===== src/rtl/seg_share_ctrl.sv =====
// Shared 4-digit seven-segment controller: round-robin grant of three value sources,
// serial double-dabble BCD conversion, dwell timing and digit scan. Optional: LEAD_ZERO_BLANK_EN.
module seg_share_ctrl #(
    parameter int DWELL = 4,
    parameter int VAL_W = 14
) (
    input  logic             clk_mid,
    input  logic             rst,
    input  logic [2:0]       req,
    input  logic [VAL_W-1:0] val0,
    input  logic [VAL_W-1:0] val1,
    input  logic [VAL_W-1:0] val2,
    input  logic             tick,
    output logic [2:0]       gnt,
    output logic [15:0]      bcd,
    output logic             bcd_valid,
    output logic [3:0]       an,
    output logic [3:0]       digit
);

    typedef enum logic [1:0] {IDLE, LOAD, CONV, SHOW} state_t;

    localparam logic [3:0] DWELL_C   = 4'(DWELL);
    localparam logic [3:0] LAST_STEP = 4'd13;

    state_t           state_r;
    logic [29:0]      sr_r;
    logic [3:0]       step_r;
    logic [3:0]       dwell_r;
    logic [1:0]       ptr_r;
    logic [3:0]       scan_r;
    logic [1:0]       pick_s;
    logic [1:0]       ptr_next_s;
    logic [VAL_W-1:0] sel_val_s;
    logic [29:0]      dd_next_s;
    logic             held_s;

    // Clamp a source value to the largest number four BCD digits can hold.
    function automatic logic [13:0] sat_val(input logic [VAL_W-1:0] v);
        if (v > VAL_W'(9999)) begin
            return 14'd9999;
        end else begin
            return 14'(v);
        end
    endfunction

    // One double-dabble step: add 3 to every BCD nibble >= 5, then shift left.
    function automatic logic [29:0] dd_step(input logic [29:0] s);
        logic [29:0] t;
        t = s;
        for (int n = 0; n < 4; n++) begin
            if (t[14 + 4*n +: 4] >= 4'd5) begin
                t[14 + 4*n +: 4] = t[14 + 4*n +: 4] + 4'd3;
            end else begin
                t[14 + 4*n +: 4] = t[14 + 4*n +: 4];
            end
        end
        return t << 1;
    endfunction

    // First requesting index at or after ptr, wrapping modulo 3.
    function automatic logic [1:0] rr_pick(input logic [2:0] r, input logic [1:0] p);
        logic [2:0] idx;
        logic [1:0] res;
        res = 2'd0;
        for (int k = 2; k >= 0; k--) begin
            idx = 3'(p) + 3'(k);
            if (idx >= 3'd3) begin
                idx = idx - 3'd3;
            end else begin
                idx = idx;
            end
            if (r[idx[1:0]]) begin
                res = idx[1:0];
            end else begin
                res = res;
            end
        end
        return res;
    endfunction

    // Grant selection, granted-source mux and the next conversion step.
    always_comb begin
        pick_s     = rr_pick(req, ptr_r);
        ptr_next_s = (pick_s == 2'd2) ? 2'd0 : pick_s + 2'd1;
        held_s     = |(req & gnt);
        dd_next_s  = dd_step(sr_r);
        case (gnt)
            3'b001:  sel_val_s = val0;
            3'b010:  sel_val_s = val1;
            3'b100:  sel_val_s = val2;
            default: sel_val_s = {VAL_W{1'b0}};
        endcase
    end

    // Main FSM; a dropped request in any busy state aborts without touching bcd.
    always_ff @(posedge clk_mid or posedge rst) begin
        if (rst) begin
            state_r   <= IDLE;
            gnt       <= 3'b000;
            bcd       <= 16'h0000;
            bcd_valid <= 1'b0;
            sr_r      <= 30'd0;
            step_r    <= 4'd0;
            dwell_r   <= 4'd0;
            ptr_r     <= 2'd0;
        end else begin
            bcd_valid <= 1'b0;
            case (state_r)
                IDLE: begin
                    if (|req) begin
                        gnt     <= 3'b001 << pick_s;
                        ptr_r   <= ptr_next_s;
                        state_r <= LOAD;
                    end else begin
                        gnt     <= 3'b000;
                    end
                end
                LOAD: begin
                    if (!held_s) begin
                        gnt     <= 3'b000;
                        state_r <= IDLE;
                    end else begin
                        sr_r    <= {16'h0000, sat_val(sel_val_s)};
                        step_r  <= 4'd0;
                        state_r <= CONV;
                    end
                end
                CONV: begin
                    if (!held_s) begin
                        gnt     <= 3'b000;
                        state_r <= IDLE;
                    end else begin
                        sr_r <= dd_next_s;
                        if (step_r == LAST_STEP) begin
                            bcd       <= dd_next_s[29:14];
                            bcd_valid <= 1'b1;
                            dwell_r   <= 4'd0;
                            state_r   <= SHOW;
                        end else begin
                            step_r    <= step_r + 4'd1;
                        end
                    end
                end
                SHOW: begin
                    if (!held_s) begin
                        gnt     <= 3'b000;
                        state_r <= IDLE;
                    end else if (tick) begin
                        if (dwell_r + 4'd1 == DWELL_C) begin
                            gnt     <= 3'b000;
                            state_r <= IDLE;
                        end else begin
                            dwell_r <= dwell_r + 4'd1;
                        end
                    end else begin
                        dwell_r <= dwell_r;
                    end
                end
                default: begin
                    gnt     <= 3'b000;
                    state_r <= IDLE;
                end
            endcase
        end
    end

    // Free-running digit scanner, ones digit first.
    always_ff @(posedge clk_mid or posedge rst) begin
        if (rst) begin
            scan_r <= 4'b1111;
        end else begin
            case (scan_r)
                4'b1110: scan_r <= 4'b1101;
                4'b1101: scan_r <= 4'b1011;
                4'b1011: scan_r <= 4'b0111;
                default: scan_r <= 4'b1110;
            endcase
        end
    end

`ifdef LEAD_ZERO_BLANK_EN
    logic blank_th_s;
    logic blank_hu_s;
    logic blank_te_s;

    // Blank leading zero digits; the ones digit always stays lit.
    always_comb begin
        blank_th_s = (bcd[15:12] == 4'd0);
        blank_hu_s = blank_th_s && (bcd[11:8] == 4'd0);
        blank_te_s = blank_hu_s && (bcd[7:4] == 4'd0);
        an         = scan_r | {blank_th_s, blank_hu_s, blank_te_s, 1'b0};
    end
`else
    // All four digits scan unconditionally.
    always_comb begin
        an = scan_r;
    end
`endif

    // Nibble for the enabled digit; dark when no digit is enabled.
    always_comb begin
        case (an)
            4'b1110: digit = bcd[3:0];
            4'b1101: digit = bcd[7:4];
            4'b1011: digit = bcd[11:8];
            4'b0111: digit = bcd[15:12];
            default: digit = 4'd0;
        endcase
    end

endmodule


===== config.mk =====
export PLATFORM = sky130hd
export DESIGN_NAME = seg_share_ctrl
export DESIGN_NICKNAME = d
export VERILOG_FILES = /design/src/rtl/seg_share_ctrl.sv
export SDC_FILE = /design/constraint.sdc
export NUM_CORES = 1
export LEC_CHECK = 0
export CORE_ASPECT_RATIO = 1.75
export CORE_UTILIZATION = 48
export CTS_CLUSTER_DIAMETER = 100
export DETAILED_ROUTE_END_ITERATION = 6
export GPL_TIMING_DRIVEN = 1
export PLACE_DENSITY_LB_ADDON = 0.08
export SYNTH_ARGS = -nofsm -noshare
export SYNTH_HDL_FRONTEND = slang
export SYNTH_SLANG_ARGS = --single-unit

===== constraint.sdc =====
create_clock -name clk_mid -period 2.2 [get_ports clk_mid]
set_input_delay 0.66 -clock clk_mid [delete_from_list [all_inputs] [get_ports clk_mid]]
set_output_delay 0.66 -clock clk_mid [all_outputs]
set_load 0.03 [all_outputs]

run_1/power_grid.png
Bar = 20 um. Pins as bars on the die edge.
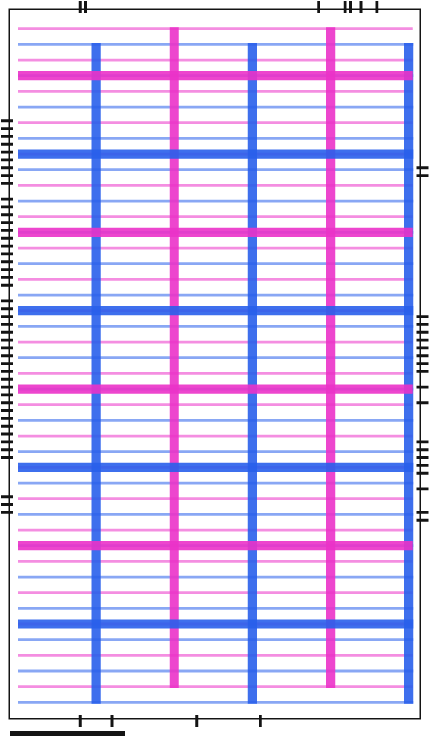
[blue] VSS
[magenta] VDD
rows: 43
met4 straps: 5
signal pins: 76

run_1/placement_by_type.png
Bar = 20 um.
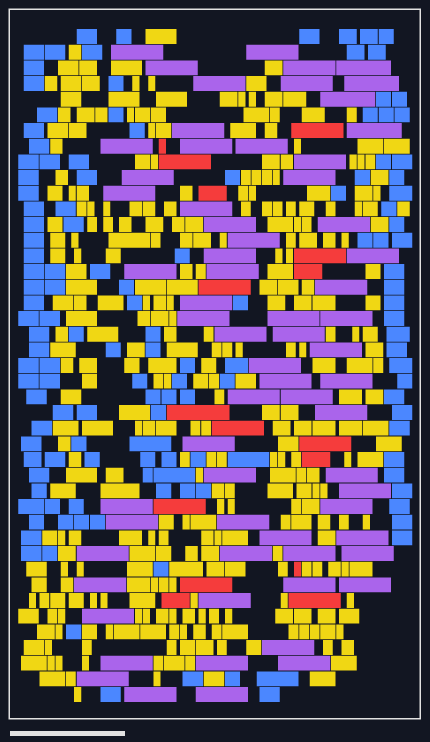
[red] clock drivers and dummy loads | cells: 16
[blue] remaining buffers and delay cells | cells: 134
[yellow] combinational and other logic | cells: 316
[purple] sequential cells | cells: 66
post-route cell area: 5640 um2
Finished Core Util: 0.704
sequential share of cell area: 0.294
row count: 43
core area: 8020 um2

==> GITHUB_STEP_SUMMARY, run 1 <==
## Synthesis and layout report

| Metric | Value |
|---|---|
| Outcome | complete, but fails checks |
| Failing checks | design-rule violations, negative setup slack |
| Longest Clk Path Bufs | 2 |
| XOR/XNOR Area Share | 0.00873 |
| Worst setup SP type | flip-flop |
| Flip-flops with a built-in enable | 0 |
| Port buffer count | between 70 and 80 |
| Worst Hold Class | reg2reg |
| Aoi share | 0.239 |
| Max-slew violation count | 0 |
| Grt ovf | 0 |
| Largest net degree at the start of global routing | about 56 |
| Storage cell area | around 1700 um2 |
| Worst path slowest cell | dfstp_2 |
| Most used DFF post-synth | dfrtp_1 |
| Cells in synth_stat.txt | 400 |
| Final cell count without fillers | 622 |
| Residual DRC | 6 |
| H-tree depth | 3 |
| FF-to-FF End | bcd[6] |
| Hold Path End | sr_r[12] |
| Final Critical Period | 2.34 ns |
| Antenna-violating nets left | 0 |
| CP top delay family | flip-flops |
| Setup crit end kind | output port |
| DRT iter0 DRCs | 172 |
| CP Capture Point | digit[0] |
| Vias in the first global route | around 3,600 |
| Switching share of power | 0.353 |
| Fill count | roughly 620 |
| Crit share post-route | 1.06 |
| Crit path max fanout | 4 |
| Worst EP arrival | about 1.7 ns |
| Final WS setup | -0.140 ns |
| Share of cells above drive strength 1 | 0.258 |
| Ys Warns | 0 |
| Chip area in the Yosys report | approximately 4000 um2 |
| Hold WS | a little under 0.5 ns |
| Synthesized area | between 4000 and 5000 um2 |
| R2R Setup Slk | about 0.16 ns |
| Setup Slack @ Placement | -0.300 ns |
| 1st-pass router iterations | 7 |
| Final setup viols | 4 |
run_1/clk_routes.png
Bar = 20 um.
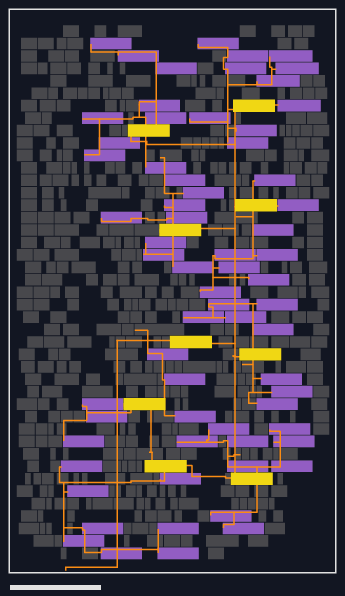
[purple] flip-flops | count: 66
[yellow] clock drivers | count: 9
[orange] clock wires | length: 791 um
routed clock nets: 10

run_1/wires.png
Only two layers are drawn.
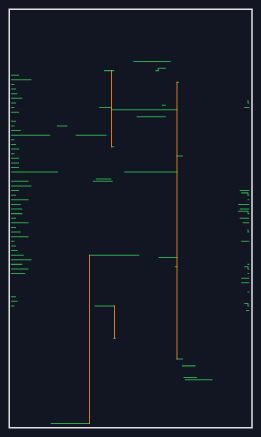
[green] metal 3 | wire length: 303 um
[orange] metal 4 | wire length: 163 um
WL per Instance: 15.5 um
GRT Total Usage: 0.238
detailed-route wire length: 9620 um
vias: 3,588

[run 1: Yosys cell counts (all sizes together), types with 11 or more instances]
| library cell | count | area [um2] |
|---|---|---|
| dfrtp | 62 | 1550 |
| nand2 | 35 | 134 |
| o21ai | 29 | 145 |
| inv | 23 | 86.3 |
| a21oi | 22 | 110 |
| ha | 18 | 225 |
| nor2 | 18 | 70.1 |
| a22oi | 17 | 128 |
| buf | 14 | 98.8 |
| nor2b | 14 | 90.1 |
| a221oi | 13 | 164 |
| a22o | 12 | 105 |
| mux2 | 11 | 124 |
[run 1: timing repair]
action | 4_1_cts | 5_1_grt
endpoints found under the hold margin | 0 | 0
resized | 12 | 14
setup endpoints to repair | 9 | 15
pin swaps | 4 | 7
setup buffers | 10 | 4
cloned | 0 | 1
hold buffers | 0 | 0
[run 1: registers in the layout (all words and copies together), names as in the netlist]
register,flops
sr_r,30
step_r,4
an,4
bcd_valid,1
gnt,3
ptr_r,2
dwell_r,4
state_r,2
bcd,16
[run 1: power by group through the flow]
stage | registers (mW) | logic (mW) | clock network [mW]
3_5_place_dp | 1.61 | 2.65 | 0
2_1_floorplan | 1.60 | 1.75 | 0
6_report | 1.59 | 2.73 | 1.48
3_3_place_gp | 1.60 | 2.58 | 0
4_1_cts | 1.59 | 2.65 | 1.50
5_1_grt | 1.61 | 2.99 | 1.56
[run 1: per-layer routing]
layer / vias up / track usage / routed length (um)
met5: - / 0 / 0
met4: 0 / 0.0850 / 163
met3: 13 / 0.0416 / 302
met2: 102 / 0.483 / 5610
met1: 1726 / 0.234 / 3540
li1: 1747 / - / -
[run 1: final cells by class]
type,instances,share of cell area
repair buffers,134,0.220
clock inverters,1,0.00532
clock buffers,15,0.0510
multi-input cells,293,0.394
inverters,23,0.0160
well taps,90,0.0200
flip-flops and latches,66,0.294
run_1/placement.png
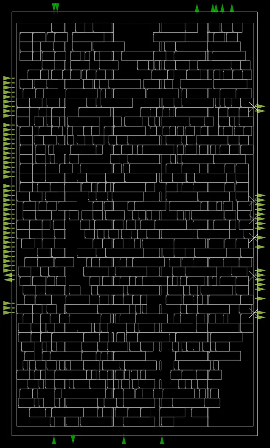

==> run 2, diff against run 1 <==
--- a/config.mk
+++ b/config.mk
@@ -6,7 +6,8 @@
 export NUM_CORES = 1
 export LEC_CHECK = 0
 export CORE_ASPECT_RATIO = 1.75
-export CORE_UTILIZATION = 48
+export CORE_MARGIN = 1.5
+export CORE_UTILIZATION = 50
 export CTS_CLUSTER_DIAMETER = 100
 export DETAILED_ROUTE_END_ITERATION = 6
 export GPL_TIMING_DRIVEN = 1
==> constraint.sdc (replaced) <==
create_clock -name clk_mid -period 2.65 [get_ports clk_mid]
set_input_delay 0.795 -clock clk_mid [delete_from_list [all_inputs] [get_ports clk_mid]]
set_output_delay 0.795 -clock clk_mid [all_outputs]
set_load 0.03 [all_outputs]
run_2/placement.png
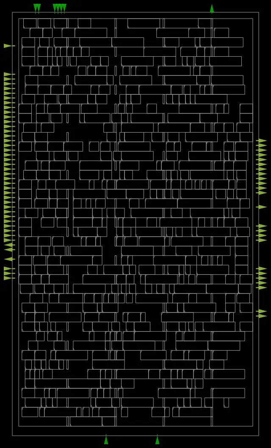
sequential share of cell area: 0.317
final cell count without fillers: 584
fill count: 659
Finished Core Util: 0.666

run_2/power_grid.png
Bar = 20 um. Pins as bars on the die edge.
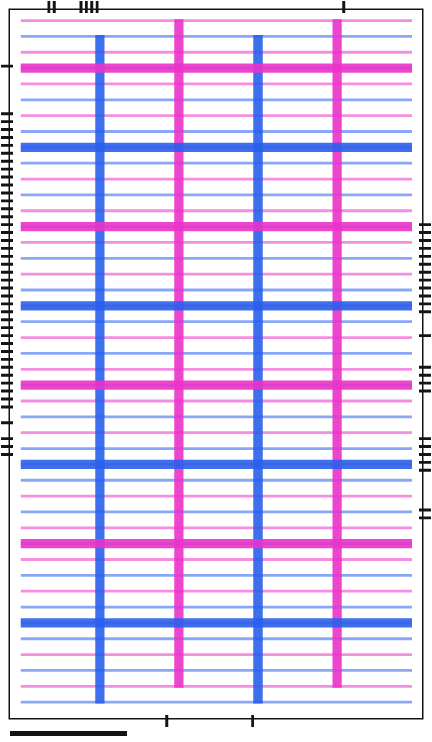
[magenta] VDD
[blue] VSS
rows: 43
met4 straps: 4
met1 rails: 44
met5 straps: 8
core area: 7860 um2
Die Ht: 121 um
worst vdd ir: 0.568 mV
Horiz. Die Dim: 70.7 um

==> run 2 against run 1 <==
The flow now finishes without violations. Critical path depth shrank 2. Clock skew grew 0.0010 ns. Synthesized cell count did not move. Register-to-register slack gained 0.30 ns. Critical path type unchanged.
==> GITHUB_STEP_SUMMARY, run 2 <==
## Synthesis and layout report

| Metric | Value |
|---|---|
| H-tree depth | 3 |
| Combinational group power | just under 2 mW |
| Most used DFF post-synth | dfrtp_1 |
| Clk power | ~1.1 mW |
| Worst Hold Class | reg2reg |
| Aoi share | 0.239 |
| Max FFs per register | 30 |
| XOR/XNOR Area Share | 0.00873 |
| Outcome | finished clean |
| Number of post-CTS setup repair buffers | 0 |
| Antenna-violating nets left | 0 |
| Switching share of power | 0.374 |
| Grt ovf | 0 |
| Setup Slack @ Placement | around 0.026 ns |
| Vias in the first global route | between 3,000 and 4,000 |
| Top power group | combinational cells |
| Ys Warns | 0 |
| Final Critical Period | about 2.5 ns |
| Top cell area share | 0.387 |
| Yosys top cell by area | dfrtp_1 |
| Residual DRC | 0 |
| Top post-synthesis cells by area | dfrtp_1 (39%), ha_1 (5.6%), o21ai_0 (3.4%) |
| Worst setup SP type | flip-flop |
| Flip-flops with a built-in enable | 0 |
| Largest net degree at the start of global routing | 52 |
| GRT Total Usage | 0.227 |
| Chip area in the Yosys report | around 4000 um2 |
| Final setup viols | 0 |
| Worst path slowest cell | dfstp_2 |
| Post-synth top cells | dfrtp_1 (62), nand2_1 (34), o21ai_0 (27) |
| P_seq | between 1 and 1.5 mW |
| Vias | roughly 3,400 |
| Row count | 43 |
| Storage cell area | 1660 um2 |
| WL per Instance | approximately 16 um |
| Final WS setup | 0.132 ns |
| CP top delay family | flip-flops |
| Cells in synth_stat.txt | approximately 400 |
| Post-route cell area | around 5200 um2 |
| Crit path max fanout | 4 |
==> run 2: netlist changes by cell type in the layout (fill, tap and decap cells not counted), sizes merged <==
cell / before / now
clkbuf: 15 / 13
clkdlybuf4s50: 64 / 71
buf: 64 / 26
dlymetal6s2s: 1 / 0
bufinv: 1 / 0
dlygate4sd2: 5 / 0
inv: 22 / 23
clkinv: 0 / 1
==> run 2: final timing paths <==
path                            cells after the start  startpoint  endpoint  slack (ns)
worst max-delay path                                4       an[2]  digit[2]        0.13
worst min-delay path                                2    sr_r[12]  sr_r[12]        0.48
worst max register to register                      5      gnt[0]   sr_r[5]        0.46
worst min register to register                      2    sr_r[12]  sr_r[12]        0.48
max in group asynchronous                           3         rst     an[1]        1.25
min in group asynchronous                           2         rst  sr_r[25]        0.76
==> run 2: final cells by class <==
cell class,instances,share of cell area
multi-input combinational,293,0.413
sequential,66,0.317
timing repair buffer,97,0.180
clock buffer,13,0.0497
tap,90,0.0215
inverter,23,0.0165
clock inverter,2,0.00239
==> run 2: stage by stage <==
step | util | hold WS, ns
after global placement | 0.631 | 0.464
after global routing | 0.666 | 0.534
final | 0.666 | 0.484
after CTS | 0.666 | 0.492
after floorplan | - | 0.450
after detailed placement | 0.631 | 0.480
==> run 2: repair_timing <==
action                                  CTS  global route
pin swaps                                 0             0
gates resized                             1             1
endpoints found under the setup margin    3             2
==> run 2: metal layers <==
layer / up-vias / wire length, um / global-route usage / share of wire
met3: 17 / 315 / 0.0374 / 0.034
li1: 1674 / - / - / -
met2: 90 / 5250 / 0.435 / 0.57
met5: - / 0 / 0 / 0
met1: 1652 / 3370 / 0.233 / 0.37
met4: 0 / 212 / 0.101 / 0.023
Power figures rest on the tool's default switching activity, not on a simulated workload.
